==> config.mk <==
export PLATFORM = sky130hd
export DESIGN_NAME = keypad_scanner
export DESIGN_NICKNAME = d
export VERILOG_FILES = /design/src/rtl/keypad_scanner.sv
export SDC_FILE = /design/constraint.sdc
export NUM_CORES = 1
export LEC_CHECK = 0
export ABC_AREA = 1
export CAP_MARGIN = 40
export CORE_ASPECT_RATIO = 0.7
export CORE_MARGIN = 1.5
export CORE_UTILIZATION = 60
export CTS_BUF_LIST = sky130_fd_sc_hd__clkbuf_8
export DETAILED_ROUTE_END_ITERATION = 10
export GPL_TIMING_DRIVEN = 1
export PLACE_DENSITY_LB_ADDON = 0.25
export RECOVER_POWER = 25
export SLEW_MARGIN = 20
export SYNTH_ARGS = -nofsm -noshare
export SYNTH_HDL_FRONTEND = slang
export SYNTH_SLANG_ARGS = --single-unit
==> constraint.sdc <==
create_clock -name clock -period 2 [get_ports clock]
set_input_delay 0.4 -clock clock [delete_from_list [all_inputs] [get_ports clock]]
set_output_delay 0.4 -clock clock [all_outputs]
set_load 0.02 [all_outputs]
==> src/rtl/keypad_scanner.sv <==
// 4x4 matrix keypad scanner: one-cold row drive, synchronized active-low columns,
// ghost rejection, press/release debounce and a one-cycle key_valid strobe.
module keypad_scanner #(
  parameter int SCAN_DIV     = 50000,
  parameter int DEBOUNCE_CNT = 20
) (
  input  logic       clock,
  input  logic       reset,
  input  logic [3:0] keypadCol,
  output logic [3:0] keypadRow,
  output logic [3:0] key_code,
  output logic       key_valid,
  output logic       key_held
);

  localparam int DIV_W = (SCAN_DIV > 1) ? $clog2(SCAN_DIV) : 1;
  localparam int CNT_W = $clog2(DEBOUNCE_CNT + 1);
  localparam logic [DIV_W-1:0] DIV_LAST = DIV_W'(SCAN_DIV - 1);
  localparam logic [CNT_W-1:0] CNT_MAX  = CNT_W'(DEBOUNCE_CNT);

  localparam logic [1:0] ST_SCAN     = 2'd0;
  localparam logic [1:0] ST_DEBOUNCE = 2'd1;
  localparam logic [1:0] ST_HELD     = 2'd2;

  logic [3:0]       r_col_meta;
  logic [3:0]       r_col_s;
  logic [DIV_W-1:0] r_div;
  logic [1:0]       r_state;
  logic [1:0]       r_row_idx;
  logic [1:0]       r_col_idx;
  logic [3:0]       r_col_pat;
  logic [CNT_W-1:0] r_stab_cnt;
  logic [CNT_W-1:0] r_rel_cnt;
  logic [3:0]       r_key_code;
  logic             r_key_valid;
  logic             r_key_held;
  logic [3:0]       r_row_drive;

  logic             w_tick;
  logic [3:0]       w_col_low;
  logic             w_none;
  logic             w_single;
  logic [1:0]       w_col_pos;
  logic [1:0]       w_row_inc;
  logic [3:0]       w_row_inc_drive;
  logic [CNT_W-1:0] w_stab_inc;
  logic [CNT_W-1:0] w_rel_inc;

  // NOTE: every register, including the synchronizer, has an async reset value so
  // the block never leaves reset holding a stale column sample or a half-accepted key.
  always_ff @(posedge clock or negedge reset) begin
    if (!reset) begin
      r_col_meta <= 4'hF;
      r_col_s    <= 4'hF;
      r_div      <= '0;
    end else begin
      // NOTE: non-blocking assignments keep every flop sampling the pre-edge value.
      r_col_meta <= keypadCol;
      r_col_s    <= r_col_meta;
      r_div      <= w_tick ? '0 : r_div + DIV_W'(1);
    end
  end

  assign w_tick    = (r_div == DIV_LAST);
  assign w_col_low = ~r_col_s;
  assign w_none    = (r_col_s == 4'hF);
  // Exactly one low column: non-zero and a power of two; anything else is a ghost.
  assign w_single  = !w_none && ((w_col_low & (w_col_low - 4'd1)) == 4'd0);

  assign w_row_inc       = r_row_idx + 2'd1;
  assign w_row_inc_drive = ~(4'b0001 << w_row_inc);
  assign w_stab_inc      = (r_stab_cnt == CNT_MAX) ? CNT_MAX : r_stab_cnt + CNT_W'(1);
  assign w_rel_inc       = (r_rel_cnt == CNT_MAX) ? CNT_MAX : r_rel_cnt + CNT_W'(1);

  // NOTE: a default assignment ahead of the case prevents an inferred latch.
  always_comb begin
    w_col_pos = 2'd0;
    case (w_col_low)
      4'b0010: w_col_pos = 2'd1;
      4'b0100: w_col_pos = 2'd2;
      4'b1000: w_col_pos = 2'd3;
      default: w_col_pos = 2'd0;
    endcase
  end

  always_ff @(posedge clock or negedge reset) begin
    if (!reset) begin
      r_state     <= ST_SCAN;
      r_row_idx   <= 2'd0;
      r_col_idx   <= 2'd0;
      r_col_pat   <= 4'hF;
      r_stab_cnt  <= '0;
      r_rel_cnt   <= '0;
      r_key_code  <= 4'd0;
      r_key_valid <= 1'b0;
      r_key_held  <= 1'b0;
      r_row_drive <= 4'b1110;
    end else begin
      r_key_valid <= 1'b0;
      if (w_tick) begin
        case (r_state)
          ST_SCAN: begin
            if (w_single) begin
              r_col_idx  <= w_col_pos;
              r_col_pat  <= r_col_s;
              r_stab_cnt <= '0;
              r_state    <= ST_DEBOUNCE;
            end else begin
              r_row_idx   <= w_row_inc;
              r_row_drive <= w_row_inc_drive;
            end
          end
          ST_DEBOUNCE: begin
            if (r_col_s == r_col_pat) begin
              r_stab_cnt <= w_stab_inc;
              if (w_stab_inc == CNT_MAX) begin
                r_state     <= ST_HELD;
                r_rel_cnt   <= '0;
                r_key_code  <= {r_row_idx, r_col_idx};
                r_key_valid <= 1'b1;
                r_key_held  <= 1'b1;
              end
            end else begin
              r_state     <= ST_SCAN;
              r_row_idx   <= w_row_inc;
              r_row_drive <= w_row_inc_drive;
            end
          end
          ST_HELD: begin
            if (w_none) begin
              r_rel_cnt <= w_rel_inc;
              if (w_rel_inc == CNT_MAX) begin
                r_state     <= ST_SCAN;
                r_key_held  <= 1'b0;
                r_row_idx   <= w_row_inc;
                r_row_drive <= w_row_inc_drive;
              end
            end else begin
              r_rel_cnt <= '0;
            end
          end
          default: r_state <= ST_SCAN;
        endcase
      end
    end
  end

  assign keypadRow = r_row_drive;
  assign key_code  = r_key_code;
  assign key_valid = r_key_valid;
  assign key_held  = r_key_held;

endmodule
==> images/congestion_map.png <==
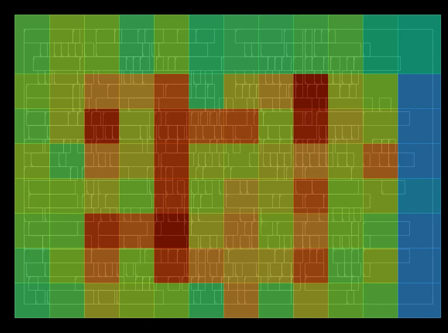
Util after Layout: 71.3%
Wirelength per Cell: 13.1 um
met3 track demand over resource: 5.80%

==> images/gates.png <==
(4 px per um)
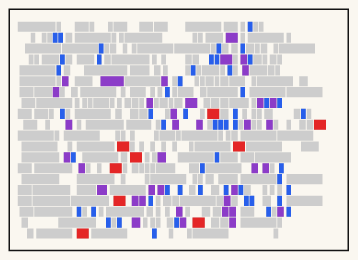
colour	family	cells	most used
blue	inv cells	52	inv_1
purple	aoi and oai cells	37	o21ai_1
red	xor and xnor cells	9	xor2_1

==> images/port_trees.png <==
(6 px per um)
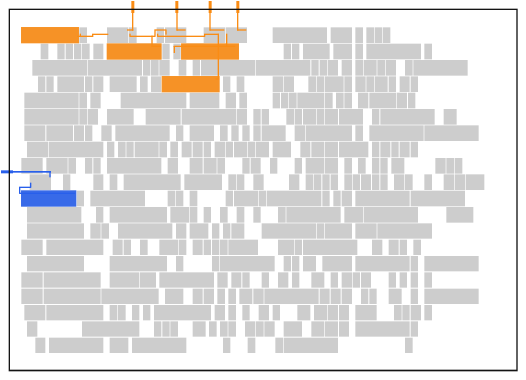
colour	port	bits	direction	end cells	buffers	wire
orange	`keypadRow`	4	output	4	4	66.3 um
blue	`key_valid`	1	output	1	1	19.8 um
count of buffers from port buffering: 15
ports placed on the boundary: 16

==> images/route_heat.png <==
(4 px per um) 17 x 12 tiles, from white (low) to dark blue (high), scaled to the fullest tile. Values are wire area over tile area, all layers added.
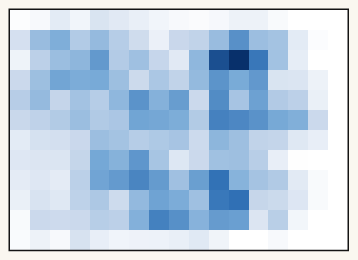
tiles over half the peak	17%
mean over tiles	0.17
emptiest ninth of the die	lower right
nearly empty tiles	12%

## synthesized netlist by cell type, drive strengths merged
cell type  instances
o21bai             1
clkinv             1
o21ai             22
nor3               3
dfstp             15
nand4              9
dfrtp             39
nand2             96
nor2              37
nand3             32
inv               51
ha                 9
o22ai              2
xor2               5
xnor2              4
a21oi             12
## layout make-up
class	count	area, um2	area share [%]
well taps	55	68.8	2.19
multi-input cells	232	1230	39.2
clock buffers	5	68.8	2.19
inverters	52	195	6.22
repair buffers	17	158	5.02
flip-flops and latches	54	1370	43.6
clock inverters	3	47.5	1.51
## per-layer routing
metal / vias to the layer above / part of all wire [%] / global-route usage (%)
li1: 1120 / - / -
met1: 1069 / 49 / 34.1
met2: 63 / 44 / 36.9
met3: 8 / 5.3 / 5.80
met4: 0 / 1.3 / 7.37
met5: - / 0 / 0
==> flow_results.org <==
#+TITLE: Synthesis and PnR summary

** Placement
- GP Congestion :: between 0.8 and 0.9
- Total placed instance area :: 0.00302 mm2
- At the placement stage, the worst setup path has a slack of roughly 0.14 ns.
- After detailed placement, the design holds a cell count of 410.

** Timing
- The critical path in the final layout is reported with a setup slack of ~0.11 ns.
- Unrepaired setup endpoints after global routing :: no
- The flow reports an fmax of roughly 530 MHz.
- The worst path needs 1.89 ns of the cycle, external delays included.
- Across the routed clock network, the largest skew measured is ~0.0064 ns.
- Final Max-Slew Violation Tally :: 0
- The final timing summary puts the cycle share of the worst path at a little over nine tenths.
- Adding up every negative setup slack in the final design gives 0 ns.

** Power and ir drop
- The power report shows net switching accounting for between 20 and 25% of the total.
- Leak :: approximately 1.5 nW
- The design draws between 0.0015 and 0.002 W.
- The internal power of the cells totals 0.00150 W.
- Power attributed to sequential cells :: 0.00111 W
- The largest share of the power goes to sequential cells.
- Sequential share of power :: between 50% and 60%
- Net switching power :: 0.000416 W

** Clocking
- Clk buf depth :: 2

** Worst setup path
- Data arrival time of the critical path :: about 2.1 ns
- In the setup report, the worst path falls into the class flip-flop to flip-flop.
- For this design, the slowest cell found on the critical path is dfrtp_1.
- Worst flop-to-flop path endpoint :: keypadRow[0]
- Stages on worst setup path :: 9
- Most used cell, CP :: nand2_1
- The critical path endpoint has a required time of around 2.2 ns.
- Destination of the critical timing path :: keypadRow[0]

** Yosys
- Cell area after technology mapping :: around 0.0028 mm2
- Total cell area reported by yosys after synthesis :: around 0.0028 mm2
- Synthesized netlist cell count :: 338
- Area share of xor/xnor cells in the synthesized design :: between 2 and 3%
- Total cells reported by yosys after synthesis :: around 340
- In this run, distinct cell masters in the synthesized netlist total 28.
- For this run, the number of Yosys warnings is 0.
- The cell-mix breakdown from Yosys lists the adder-cell area share as between 4 and 5%.
- By area, the combinational part of the netlist is dominated by simple AND/OR/NAND/NOR gates.
- #FFs+latches synth :: between 50 and 60
- Top-area cell share :: 35.1%

** Finish
- The finished layout holds 418 standard cells, fillers aside.
- Largest regs :: r_div: 16 flops, r_rel_cnt: 5 flops, r_stab_cnt: 5 flops
- The final antenna diode tally reported by the flow is 0.
- After filler insertion, the fill cell instance count of the layout stands at roughly 340.
- According to the finish report, the design has a final net count of around 380.
- Counting only logic cells after layout, the most numerous master is nand2_1.

** Drt
- For this block, the initial DRC count from the detailed router was 197.
- The detail route stage leaves a number of antenna-violating nets equal to 0.
- The script logs the ratio of routed vias to standard cells as about 5.4.

** Global route
- Largest net degree at the start of global routing :: 55
- Number of global-route vias before repair :: between 2000 and 2500
- The first global-routing pass estimated slightly above 9000 um of wire.
- Global routing used around a quarter of the available tracks across all layers.

** Floorplan
- The die is roughly 60 um tall.
- The overall die size recorded for this design is roughly 0.0051 mm2.
- In this run the standard cell core region covers roughly 0.0044 mm2.
- The initialized floorplan defines 20 standard-cell rows.

** Min path
- The launch point of the worst min-delay path is recorded as r_col_meta[1].

** Status
- Result of the run :: finished, final reports clean
No activity file was given, so power comes from the tool's default toggle rates.
